File: src/rtl/pwm_pkg.sv
// Shared constants and types for the multi-channel TinyQV PWM peripheral:
// register addresses, CTRL/STATUS bit positions and a channel-count check.
package pwm_pkg;

   localparam int MAX_CH = 8;

   localparam logic [3:0] ADDR_CTRL      = 4'h0;
   localparam logic [3:0] ADDR_PRESC     = 4'h1;
   localparam logic [3:0] ADDR_TOP       = 4'h2;
   localparam logic [3:0] ADDR_POL       = 4'h3;
   localparam logic [3:0] ADDR_STATUS    = 4'h4;
   localparam logic [3:0] ADDR_DUTY_BASE = 4'h8;

   localparam int CTRL_EN_BIT     = 0;
   localparam int CTRL_CENTER_BIT = 1;
   localparam int STATUS_PEND_BIT = 0;
   localparam int STATUS_DIR_BIT  = 1;

   typedef struct packed {
      logic center;
      logic en;
   } ctrl_t;

   // Used by the top level to reject unsupported channel counts at elaboration.
   function automatic bit num_ch_ok(int num_ch);
      return (num_ch >= 1) && (num_ch <= MAX_CH);
   endfunction

endpackage

File: src/rtl/pwm_channel.sv
// One PWM channel: shadow/active duty pair, compare against the shared
// counter, polarity inversion and a registered output pin.
module pwm_channel (
   input  logic       clk,
   input  logic       rst,
   input  logic       load,
   input  logic       we,
   input  logic [7:0] data,
   input  logic [7:0] counter,
   input  logic [7:0] top,
   input  logic       pol,
   input  logic       en,
   output logic [7:0] duty_shadow,
   output logic       pwm
);

   logic [7:0] duty_shadow_q, duty_shadow_d;
   logic [7:0] duty_q, duty_d;
   logic       pwm_q, pwm_d;
   logic       raw;

   always_comb begin
      duty_shadow_d = we ? data : duty_shadow_q;
      // The shadow's current value moves to active, so a write landing on
      // the load cycle waits for the following period end.
      duty_d = load ? duty_shadow_q : duty_q;

      if (duty_q == 8'd0) begin
         raw = 1'b0;
      end else if ((duty_q == 8'hFF) || (duty_q > top)) begin
         raw = 1'b1;
      end else begin
         raw = (counter < duty_q);
      end

      pwm_d = en ? (raw ^ pol) : pol;
   end

   always_ff @(posedge clk) begin
      if (rst) begin
         duty_shadow_q <= 8'd0;
         duty_q        <= 8'd0;
         pwm_q         <= 1'b0;
      end else begin
         duty_shadow_q <= duty_shadow_d;
         duty_q        <= duty_d;
         pwm_q         <= pwm_d;
      end
   end

   assign duty_shadow = duty_shadow_q;
   assign pwm         = pwm_q;

endmodule

File: src/rtl/tqvp_pwm_multich.sv
// Multi-channel PWM for the TinyQV byte-peripheral slot: register decode,
// shared prescaler, edge/center counter, active TOP and sticky PEND flag.
module tqvp_pwm_multich
   import pwm_pkg::*;
#(
   parameter int NUM_CH  = 4,
   parameter int PRESC_W = 8
) (
   input  logic       clk,
   input  logic       rst,
   input  logic [7:0] ui_in,
   output logic [7:0] uo_out,
   input  logic [3:0] address,
   input  logic       data_write,
   input  logic [7:0] data_in,
   output logic [7:0] data_out
);

   if (!num_ch_ok(NUM_CH) || (PRESC_W < 1) || (PRESC_W > 8)) begin : g_param_check
      $error("tqvp_pwm_multich: NUM_CH and PRESC_W must both be in 1..8");
   end

   localparam logic [PRESC_W-1:0] PRESC_ONE = PRESC_W'(1);

   ctrl_t              ctrl_q, ctrl_d;
   logic [PRESC_W-1:0] presc_q, presc_d;
   logic [PRESC_W-1:0] presc_cnt_q, presc_cnt_d;
   logic [7:0]         top_shadow_q, top_shadow_d;
   logic [7:0]         top_q, top_d;
   logic [7:0]         counter_q, counter_d;
   logic [NUM_CH-1:0]  pol_q, pol_d;
   logic               dir_q, dir_d;
   logic               pend_q, pend_d;

   logic               tick;
   logic               period_end;
   logic               load;
   logic               status_clr;
   logic [NUM_CH-1:0]  duty_we;
   logic [NUM_CH-1:0]  pwm;
   logic [7:0]         duty_shadow [NUM_CH];
   logic               unused_ui;

   assign unused_ui = ^ui_in;

   // NOTE: every always_comb output gets a default first; a path that leaves
   // one unassigned would infer a latch.
   always_comb begin
      ctrl_d       = ctrl_q;
      presc_d      = presc_q;
      top_shadow_d = top_shadow_q;
      pol_d        = pol_q;
      if (data_write) begin
         case (address)
            ADDR_CTRL:  ctrl_d       = '{center: data_in[CTRL_CENTER_BIT],
                                         en:     data_in[CTRL_EN_BIT]};
            ADDR_PRESC: presc_d      = data_in[PRESC_W-1:0];
            ADDR_TOP:   top_shadow_d = data_in;
            ADDR_POL:   pol_d        = data_in[NUM_CH-1:0];
            default:    ;
         endcase
      end
   end

   always_comb begin
      tick        = 1'b0;
      period_end  = 1'b0;
      presc_cnt_d = '0;
      counter_d   = 8'd0;
      dir_d       = 1'b0;
      if (ctrl_q.en) begin
         tick        = (presc_cnt_q == presc_q);
         presc_cnt_d = tick ? '0 : presc_cnt_q + PRESC_ONE;
         counter_d   = counter_q;
         dir_d       = dir_q;
         if (tick) begin
            if (top_q == 8'd0) begin
               counter_d  = 8'd0;
               dir_d      = 1'b0;
               period_end = 1'b1;
            end else if (!ctrl_q.center) begin
               dir_d = 1'b0;
               if (counter_q == top_q) begin
                  counter_d  = 8'd0;
                  period_end = 1'b1;
               end else begin
                  counter_d = counter_q + 8'd1;
               end
            end else if (!dir_q) begin
               if (counter_q == top_q) begin
                  dir_d     = 1'b1;
                  counter_d = top_q - 8'd1;
               end else begin
                  counter_d = counter_q + 8'd1;
               end
            end else if (counter_q == 8'd0) begin
               // Bottom of the down slope; a new TOP of 0 must park at 0.
               dir_d      = 1'b0;
               counter_d  = (top_shadow_q == 8'd0) ? 8'd0 : 8'd1;
               period_end = 1'b1;
            end else begin
               counter_d = counter_q - 8'd1;
            end
         end
      end
   end

   assign load       = period_end || !ctrl_q.en;
   assign status_clr = data_write && (address == ADDR_STATUS) && data_in[STATUS_PEND_BIT];
   assign top_d      = load ? top_shadow_q : top_q;
   assign pend_d     = period_end || (pend_q && !status_clr);

   // NOTE: state registers use non-blocking assignments so every flop samples
   // pre-edge values regardless of statement order.
   always_ff @(posedge clk) begin
      if (rst) begin
         ctrl_q       <= '0;
         presc_q      <= '0;
         presc_cnt_q  <= '0;
         top_shadow_q <= 8'd0;
         top_q        <= 8'd0;
         counter_q    <= 8'd0;
         pol_q        <= '0;
         dir_q        <= 1'b0;
         pend_q       <= 1'b0;
      end else begin
         ctrl_q       <= ctrl_d;
         presc_q      <= presc_d;
         presc_cnt_q  <= presc_cnt_d;
         top_shadow_q <= top_shadow_d;
         top_q        <= top_d;
         counter_q    <= counter_d;
         pol_q        <= pol_d;
         dir_q        <= dir_d;
         pend_q       <= pend_d;
      end
   end

   for (genvar n = 0; n < NUM_CH; n++) begin : g_ch
      assign duty_we[n] = data_write && (address == (ADDR_DUTY_BASE + 4'(n)));

      pwm_channel u_ch (
         .clk         (clk),
         .rst         (rst),
         .load        (load),
         .we          (duty_we[n]),
         .data        (data_in),
         .counter     (counter_q),
         .top         (top_q),
         .pol         (pol_q[n]),
         .en          (ctrl_q.en),
         .duty_shadow (duty_shadow[n]),
         .pwm         (pwm[n])
      );
   end

   always_comb begin
      data_out = 8'h00;
      case (address)
         ADDR_CTRL: begin
            data_out[CTRL_EN_BIT]     = ctrl_q.en;
            data_out[CTRL_CENTER_BIT] = ctrl_q.center;
         end
         ADDR_PRESC: data_out = 8'(presc_q);
         ADDR_TOP:   data_out = top_shadow_q;
         ADDR_POL:   data_out = 8'(pol_q);
         ADDR_STATUS: begin
            data_out[STATUS_PEND_BIT] = pend_q;
            data_out[STATUS_DIR_BIT]  = dir_q;
         end
         default: begin
            for (int n = 0; n < NUM_CH; n++) begin
               if (address == (ADDR_DUTY_BASE + 4'(n))) data_out = duty_shadow[n];
            end
         end
      endcase
   end

   assign uo_out = 8'(pwm);

endmodule

File: config.mk
export PLATFORM = sky130hd
export DESIGN_NAME = tqvp_pwm_multich
export DESIGN_NICKNAME = d
export VERILOG_FILES = /design/src/rtl/pwm_pkg.sv /design/src/rtl/pwm_channel.sv /design/src/rtl/tqvp_pwm_multich.sv
export SDC_FILE = /design/constraint.sdc
export NUM_CORES = 1
export LEC_CHECK = 0
export CAP_MARGIN = 10
export CORE_MARGIN = 2
export CORE_UTILIZATION = 45
export DETAILED_ROUTE_END_ITERATION = 16
export GPL_ROUTABILITY_DRIVEN = 0
export PLACE_DENSITY = 0.73
export SETUP_SLACK_MARGIN = 0.1
export SYNTH_ARGS = -nofsm -noshare
export SYNTH_HDL_FRONTEND = slang
export SYNTH_SLANG_ARGS = --single-unit
export TNS_END_PERCENT = 5
File: constraint.sdc
create_clock -name clk -period 4.3 [get_ports clk]
set_input_delay 0.86 -clock clk [delete_from_list [all_inputs] [get_ports clk]]
set_output_delay 0.86 -clock clk [all_outputs]
set_load 0.05 [all_outputs]
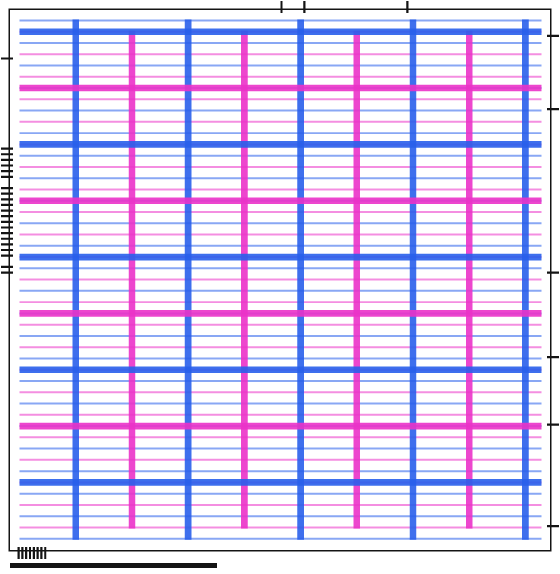
*Floorplan with the power grid, run 1*
The bar under the picture is 50 um long. Pins as bars on the die edge.
legend:
  blue:
    net: VSS
  magenta:
    net: VDD
rows: 46
met5 straps: 9
Die X: 130.4 um
die height: 130.4 um
VDD IR max: 0.2375 mV

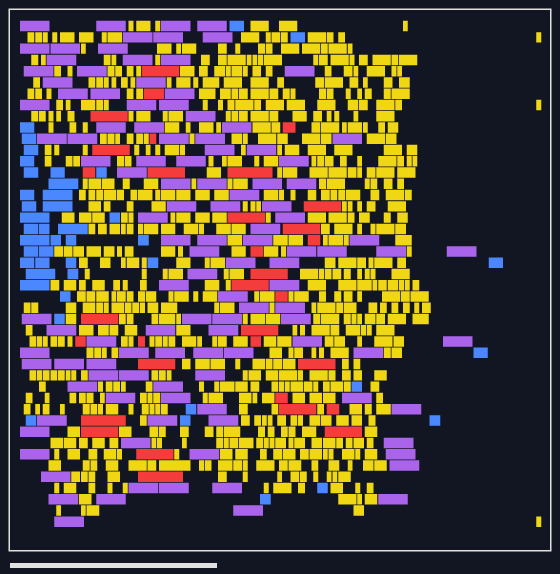
*Placed cells, one color a class, run 1*
The bar under the picture is 50 um long.
legend:
  red:
    class: clock drivers and dummy loads
    cells: 32
    share_of_their_area: 7.7%
  blue:
    class: remaining buffers and delay cells
    cells: 43
    share_of_their_area: 5.8%
  yellow:
    class: remaining logic cells
    cells: 705
    share_of_their_area: 57%
  purple:
    class: sequential cells
    cells: 116
    share_of_their_area: 29%

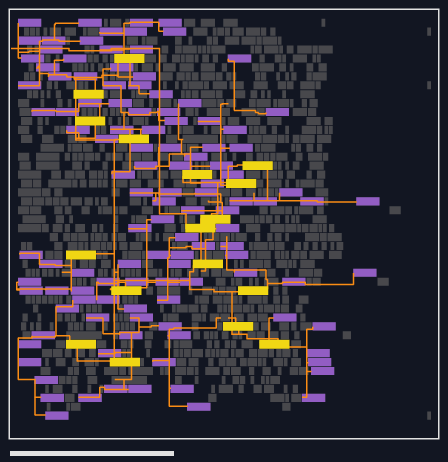
*Clock distribution, run 1*
The bar under the picture is 50 um long.
legend:
  orange:
    item: clock wires
    length: 1,490 um
  purple:
    item: flip-flops
    count: 116
  yellow:
    item: clock-net drivers
    count: 17
routed clock nets: 18
Latency at later pin: 420 ps
clock share of power: 0.529
P_clk: 1460 uW

==> deck_impl_summary.md, run 1 <==
Implementation Results

Logic synthesis
  • Number of enable flip-flop cells: 0
  • Distinct cells, synth: 60
  • Mean Syn Cell Area: 8.203 um^2
  • Synthesis Warnings: 0
  • Cell count listed in synth_stat.txt: 876
  • Area reported by Yosys stat: 0.007186 mm^2
  • MUX area fraction: 0.1055
  • Adder share: 0.1149
  • Yosys aoi share: 0.1459
  • Top comb family, area: simple AND/OR/NAND/NOR gates

Clock network
  • # hold bufs at CTS: 0
  • Clk buf depth: 2

Timing
  • Max Clk Rate: 269.6 MHz
  • Sum Neg Setup Slack: 0 ps

Pwr
  • Pwr/cell area: 333.4 mW/mm^2
  • Largest power group: the clock network
  • Sequential Power Share: 0.398
  • Power consumption: 2760 uW
  • Switching Share: 0.2420

Die
  • Core area: 0.01577 mm^2
  • I/O pin cnt: 39
  • Starting Density: 0.4556

Status
  • Outcome: completed

Routing
  • DR vias/cell: 5.822
  • WL final: 19,550 um
  • WL/cell: 17.58 um

Cells and area
  • Fin nets: 972
  • Fin area: 0.008278 mm^2
  • Top Layout Cells: 116 x dfxtp_1, 94 x nor2_1, 74 x a21oi_1
  • Syn-to-layout area delta: 15.20%

Flow run
  • Tool warnings: 37
  • Max Cap Viol: 0

Place
  • Post-DP Area: 0.007662 mm^2
  • Detailed Place HPWL: 13,960 um

Worst hold path
  • Hold Path Origin: g_ch[3].u_ch.duty_shadow[5]

Critical path
  • Critical path arrival: 2850 ps
==> run 1: flip-flops by register name, summed over array words and instances (netlist names) <==
| register | flops |
|---|---|
| presc_cnt_q | 8 |
| top_q | 8 |
| g_ch.u_ch.duty_q | 32 |
| counter_q | 8 |
| top_shadow_q | 8 |
| pend_q | 1 |
| pol_q | 4 |
| g_ch.u_ch.duty_shadow | 32 |
| presc_q | 8 |
| g_ch.u_ch.pwm | 4 |
| ctrl_q | 2 |
| dir_q | 1 |
==> run 1: layer usage <==
layer / GRT usage / vias up / wire length (um)
li1: - / 3139 / -
met1: 0.3179 / 3019 / 8679
met2: 0.3662 / 268 / 8842
met3: 0.04797 / 48 / 1370
met4: 0.1083 / 0 / 652
met5: 0 / - / 0
==> run 1: cell usage after synthesis, types with 3 or more instances <==
library cell  count
nor3_1           16
xnor2_1          24
buf_4             9
nor3b_1           5
o21ai_0          35
o211ai_1          7
xor2_1            9
mux2_2            6
nor2_1           94
nand3_1          46
a22oi_1           4
a221oi_1          7
nor2b_1          13
buf_6             3
or4_1             4
mux2i_1          69
nor4_1            7
a211oi_1          5
a21oi_1          74
buf_1             5
o31ai_1           5
buf_2            11
ha_1             66
clkbuf_1         29
nand4_1          29
o21bai_1          4
or2_2             6
inv_1            49
nand2_1          65
a31oi_1           4
dfxtp_1         116
and3_1            7
o22ai_1           5
==> run 1: worst max-delay path: stages <==
cell             delay [ps]
clkdlybuf4s50_1         470
buf_4                   280
nor2b_1                 440
a22oi_1                 160
nor2_1                  140
a311oi_1                 60
a21oi_1                 250
buf_12                  180
==> run 1: area by class of cell <==
class	count	area [um^2]
Fill cell	1470	7492
Multi-Input combinational cell	656	4420
Sequential cell	116	2322
Timing Repair Buffer	43	465.4
Clock buffer	18	439.2
Tap cell	216	270.3
Inverter	49	183.9
Clock inverter	14	176.4
### Routed metal, one color a layer, run 1

Only two layers are drawn.
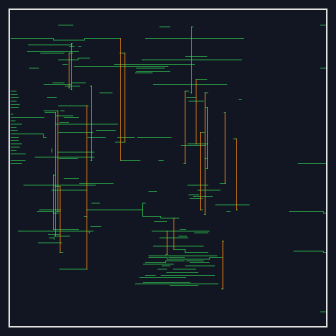

==> run 1 -> run 2 <==
==> constraint.sdc (replaced) <==
create_clock -name clk -period 4.3 [get_ports clk]
set_input_delay 1.075 -clock clk [delete_from_list [all_inputs] [get_ports clk]]
set_output_delay 1.075 -clock clk [all_outputs]
set_load 0.01 [all_outputs]
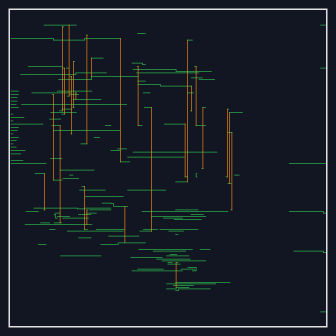
*Routed metal, one color a layer, run 2*
Only two layers are drawn.
legend:
  green:
    layer: M3
    wire_length: 1,290 um
  orange:
    layer: M4
    wire_length: 676 um
WL/cell: 17.93 um
WL final: 20,030 um
Overall Global Routing Usage: 0.2435
DR vias: 6,473

==> deck_impl_summary.md, run 2 <==
Implementation Results

Critical path
  • Worst path slowest cell: clkdlybuf4s50_1
  • CP required: 3220 ps
  • Crit-path max cell delay: 570 ps (+100 ps)
  • WP buf/inv: 5 (+2)
  • CP max FO: 14
  • Top delay family on crit path: buffers and inverters
  • Crit end category: primary output
  • Most used cell, CP: buf_4
  • Critical path arrival: 3130 ps (+280 ps)

Pwr
  • Switching Share: 0.2255 (-0.01643)
  • Clock share of power: 0.552 (+0.023)
  • Power consumption: 2841 uW (+3.0%)
  • Sequential Power Share: 0.386 (-0.012)
  • P_clk: 1570 uW (+8%)
  • VDD IR max: 0.2767 mV (+16%)
  • Pwr/cell area: 342.3 mW/mm^2 (+2.7%)
  • Largest power group: the clock network

Place
  • Detailed Place HPWL: 14,090 um (+0.99%)
  • Post-DP Area: 0.007627 mm^2 (-0.46%)

Timing
  • Sum Neg Setup Slack: 0 ps (unchanged)
  • Relative slew slack: 0.4355
  • Count of final setup violators: 0
  • Max Clk Rate: 237.8 MHz (-12%)
  • Final Slew Violations: 0
  • Fin crit share: 0.9778

Cells and area
  • Fin nets: 978 (+0.62%)
  • Syn-to-layout area delta: 15.51%
  • Fin area: 0.008300 mm^2 (+0.27%)
  • Top Layout Cells: 116 x dfxtp_1, 93 x nor2_1, 74 x a21oi_1
  • FILL cells: 1,457 (-0.88%)

Logic synthesis
  • Synthesis Warnings: 0 (unchanged)
  • Mean Syn Cell Area: 8.203 um^2 (unchanged)
  • Synth top cell by count: dfxtp_1
  • Most frequent cells after synthesis: 116 x dfxtp_1, 94 x nor2_1, 74 x a21oi_1, 69 x mux2i_1, 66 x ha_1
  • Cell count listed in synth_stat.txt: 876 (unchanged)
  • Distinct cells, synth: 60 (unchanged)
  • Number of enable flip-flop cells: 0 (unchanged)
  • Area reported by Yosys stat: 0.007186 mm^2 (unchanged)

Clock network
  • Latency at later pin: 410 ps (about the same)
  • H-tree depth: 4
  • Clk buf depth: 2 (unchanged)

Worst hold path
  • Hold Path Origin: g_ch[3].u_ch.duty_shadow[5]

Die
  • Starting Density: 0.4556 (unchanged)
  • Core area: 0.01577 mm^2 (unchanged)
  • Die X: 130.4 um (unchanged)
  • I/O pin cnt: 39 (unchanged)

Flow run
  • Tool warnings: 39 (+5.4%)
  • Max Cap Viol: 0 (unchanged)

Status
  • Outcome: completed

Global route
  • GRT Residual Overflow: 0
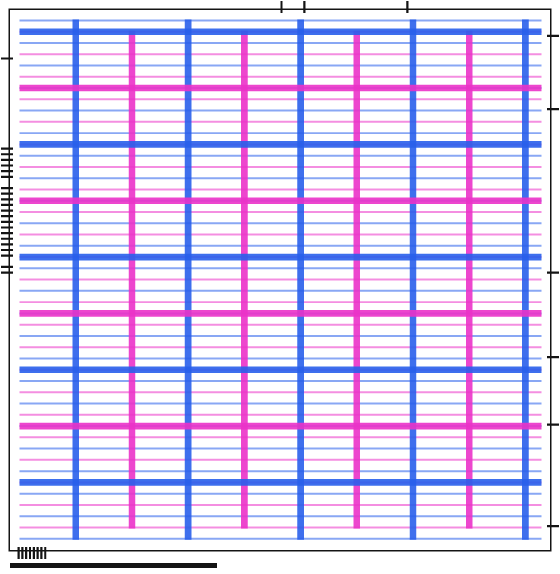
*Floorplan with the power grid, run 2*
The bar under the picture is 50 um long. Pins as bars on the die edge.
legend:
  blue:
    net: VSS
  magenta:
    net: VDD
met5 straps: 9
met1 rails: 47
signal pins: 39

==> run 2: cell counts after synthesis <==
No cell type changed its count.
==> run 2: how the worst max path moves through the flow <==
stage               depth (start not counted)        from     endpoint  slack, ps
global placement                            7  address[0]  data_out[3]        110
detailed placement                          7  address[0]  data_out[7]        100
floorplan                                   6  address[0]  data_out[3]        750
CTS                                         8  address[0]  data_out[0]         90
finish                                      8  address[1]  data_out[5]        100
global route                                8  address[0]  data_out[6]         10
==> run 2: repair_timing <==
item                                    4_1_cts  5_1_grt
hold buffers                                  0        0
buffers inserted                              0        0
pin swaps                                     0        0
endpoints found under the setup margin        4        8
gates resized                                 2        6
==> run 2: layout make-up <==
cell class | instances | area [um^2] | share of cell area
timing repair buffer | 49 | 445.4 | 0.05366
multi-input combinational | 656 | 4432 | 0.5339
tap | 216 | 270.3 | 0.03256
clock buffer | 20 | 446.7 | 0.05381
clock inverter | 11 | 200.2 | 0.02412
sequential | 116 | 2322 | 0.2798
inverter | 49 | 183.9 | 0.02216
==> run 2: cell families after synthesis <==
logic type	after synthesis	share of synthesized area
adders and majority gates	66	0.1149
buffers and inverters	107	0.06582
and+or+nand+nor	305	0.2039
AOI/OAI and AO/OA	173	0.1459
muxes	75	0.1055
other	1	0.0005219
DFF	116	0.3232
xor gates and xnor gates	33	0.04022
==> run 2: metal layers <==
| metal | wire length [um] | track usage |
|---|---|---|
| met3 | 1290 | 0.04674 |
| met4 | 675 | 0.09199 |
| met5 | 0 | 0 |
| met2 | 9177 | 0.3930 |
| met1 | 8890 | 0.3241 |
==> run 2: worst reg2reg max path, delay by kind of cell (launching register included) <==
family                   cells  cell delay, ps
buffers and inverters        2             800
multiplexers                 1             380
flip-flops                   1             740
AND/OR/NAND/NOR              3             520
AND-OR/OR-AND                1             180
adder cells (fa/ha/maj)      1             280
### Placement view, run 2

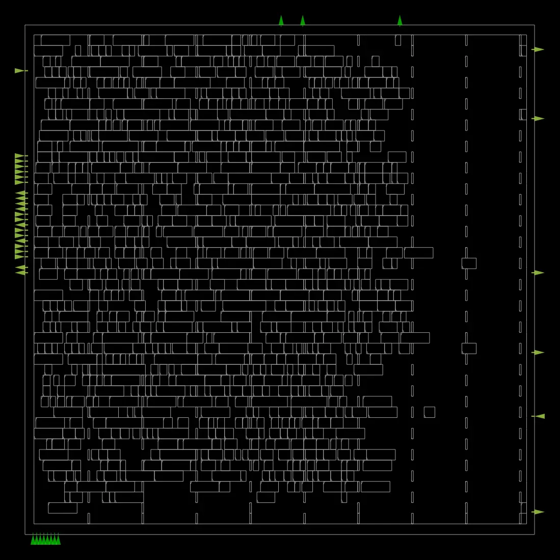

==> run 2 -> run 3 <==
- CTS_CLUSTER_SIZE: not set -> 12
- clock period: 4.3 -> 5.3 ns (I/O delays scaled with it)
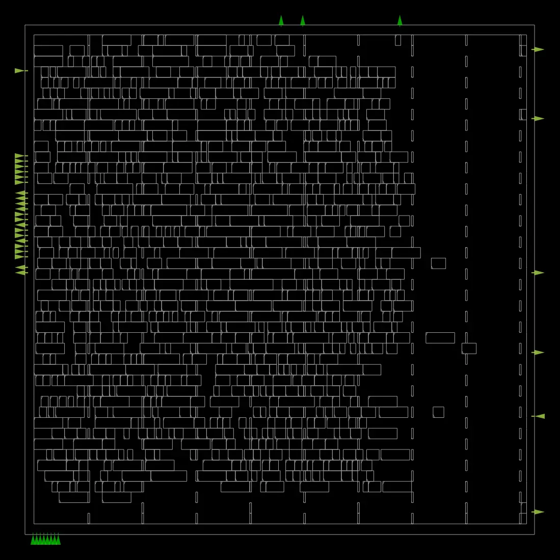
*Placement view, run 3*
Flop Count: 116
tap cells: 216
FILL cells: 1,484
final std cells w/o fill: 1,106
num rows: 46

==> deck_impl_summary.md, run 3 <==
Implementation Results

Pwr
  • Switching Share: 0.2311 (+0.005612)
  • Pwr/cell area: 270.2 mW/mm^2 (-21%)
  • P_clk: 1180 uW (-25%)
  • Switching power: 509.5 uW
  • Clock share of power: 0.534 (-0.018)
  • Largest power group: the clock network
  • Sequential Power Share: 0.404 (+0.018)
  • VDD IR max: 0.2174 mV (-21%)

Logic synthesis
  • Number of enable flip-flop cells: 0 (unchanged)
  • Synth top cell by count: dfxtp_1
  • Distinct cells, synth: 60 (unchanged)
  • Synth area leaders: dfxtp_1 32%, ha_1 11%, mux2i_1 9.6%
  • Cell count listed in synth_stat.txt: 876 (unchanged)
  • Most frequent cells after synthesis: 116 x dfxtp_1, 94 x nor2_1, 74 x a21oi_1, 69 x mux2i_1, 66 x ha_1
  • Synth flops: 116
  • Area reported by Yosys stat: 0.007186 mm^2 (unchanged)
  • Synthesis Warnings: 0 (unchanged)
  • Synth Instances: 876
  • Mean Syn Cell Area: 8.203 um^2 (unchanged)

Clock network
  • H-tree depth: 4 (unchanged)
  • Post-CTS sizing: 0 (-2)
  • Latency at later pin: 420 ps (about the same)
  • CTS root buf: clkbuf_16
  • CTS clk-pin slew, worst paths: 60 ps
  • Postcts setup bufs: 0 (unchanged)
  • # hold bufs at CTS: 0 (unchanged)
  • Clk buf depth: 2 (unchanged)

Routing
  • Initial drt markers: 464
  • Post-route ant nets: 0
  • Highest metal used: met4
  • Met3 WL: 1314 um (+1.9%)
  • # DRC: 0
  • Routed metal-1 wire length: 8830 um (-0.67%)
  • WL/cell: 17.66 um (-1.5%)
  • DR vias: 6,344 (-2.0%)
  • Met2 WL: 8744 um (-4.7%)

Flow run
  • Max Cap Viol: 0 (unchanged)
  • Tool warnings: 39 (unchanged)

Critical path
  • CP required: 3970 ps (+750 ps)
  • Critical path arrival: 3580 ps (+450 ps)
  • Crit end category: primary output
  • Crit Path Class: in -> out
  • CP max FO: 19 (+5)

Cells and area
  • Inverters, non-clock: 49 (unchanged)
  • Seq/total area: 0.2847 (+0.004892)
  • ClkCell Share: 0.07423 (-0.003699)
  • Biggest Area Class: multi-input combinational cells
  • Comb area: 0.004420 mm^2 (-0.25%)
  • Data buffer area share: 0.04356 (-0.01010)
  • Register area: 0.002322 mm^2 (unchanged)
  • Comb area share: 0.5419 (+0.007955)
  • Fin area: 0.008158 mm^2 (-1.7%)
  • Top Layout Cells: 116 x dfxtp_1, 94 x nor2_1, 74 x a21oi_1
  • Clock Buffer Count: 19 (-5.0%)
  • Multi-input gates: 656 (unchanged)
  • Signal buffers: 39 (-20%)
  • Fin nets: 968 (-1.0%)
  • Syn-to-layout area delta: 13.53%

Global route
  • GRT Residual Overflow: 0 (unchanged)
  • Vias in the first global route: 5,940
  • Initial antenna violation count: 0
  • Largest net degree at the start of global routing: 103

Status
  • Outcome: completed

Timing
  • Count of final setup violators: 0 (unchanged)
  • Final Slew Violations: 0 (unchanged)
  • Fin crit share: 0.9256
  • Crit path time final: 4906 ps
  • Worst slew pin tran: 1044 ps
  • Sum Neg Setup Slack: 0 ps (unchanged)
  • Relative slew slack: 0.3037 (-0.1318)
  • Max Clk Rate: 203.8 MHz
  • Fin. Hold Viols: 0

Place
  • Post-DP Area: 0.007552 mm^2 (-0.98%)
  • Detailed Place HPWL: 13,650 um (-3.1%)

Die
  • I/O pin cnt: 39 (unchanged)
  • Die height: 130.4 um
  • Die X: 130.4 um (unchanged)
  • Starting Density: 0.4556 (unchanged)
  • Core area: 0.01577 mm^2 (unchanged)
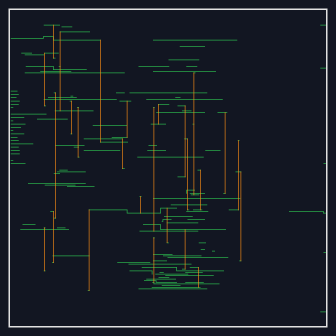
*Routed metal, one color a layer, run 3*
Only two layers are drawn.
legend:
  orange:
    layer: M4
    wire_length: 642 um
  green:
    layer: M3
    wire_length: 1,310 um
WL final: 19,530 um
Overall Global Routing Usage: 0.2386

==> run 3: cell counts after synthesis <==
No cell type changed its count.
==> run 3: path summary, 6_finish.rpt <==
check                                    from                           to  slack, ps  depth (start not counted)
setup / recovery                   address[0]                  data_out[2]        390                          8
hold reg to reg   g_ch[3].u_ch.duty_shadow[3]  g_ch[3].u_ch.duty_shadow[3]        490                          2
setup reg to reg                 counter_q[0]       g_ch[1].u_ch.duty_q[1]       2270                          8
hold / removal    g_ch[3].u_ch.duty_shadow[3]  g_ch[3].u_ch.duty_shadow[3]        490                          2
==> run 3: cell families (layout without fill, tap and decap cells) <==
| group | count (synthesis) | in the layout | share of synthesized area |
|---|---|---|---|
| adder cells (fa/ha/maj) | 66 | 66 | 0.1149 |
| flip-flops | 116 | 116 | 0.3232 |
| AND-OR/OR-AND | 173 | 173 | 0.1459 |
| multiplexers | 75 | 75 | 0.1055 |
| AND/OR/NAND/NOR | 305 | 305 | 0.2039 |
| XOR/XNOR | 33 | 33 | 0.04022 |
| buffers and inverters | 107 | 118 | 0.06582 |
| other | 1 | 4 | 0.0005219 |
==> run 3: per-layer routing <==
metal / track usage / up-vias
met5: 0 / -
li1: - / 3121
met4: 0.09762 / 0
met1: 0.3242 / 2921
met2: 0.3739 / 245
met3: 0.04510 / 57
==> run 3: critical path: stages <==
cell	delay (ps)
clkdlybuf4s50_1	460
buf_4	270
nor2b_1	440
a22oi_1	170
nor2_1	140
a311oi_1	60
a21oi_1	150
clkdlybuf4s50_1	560
==> run 3: per-stage QoR <==
step                cells  total power, uW  hold slack, ps    util
floorplan             879            995.4           446.0       -
global placement     1076             1041           479.7  0.4789
detailed placement   1076             1042           477.8  0.4789
CTS                  1106             2211           485.9  0.5173
global route         1106             2261           503.9  0.5173
finish               1106             2204           487.6  0.5173
Power and IR drop assume default switching activity.
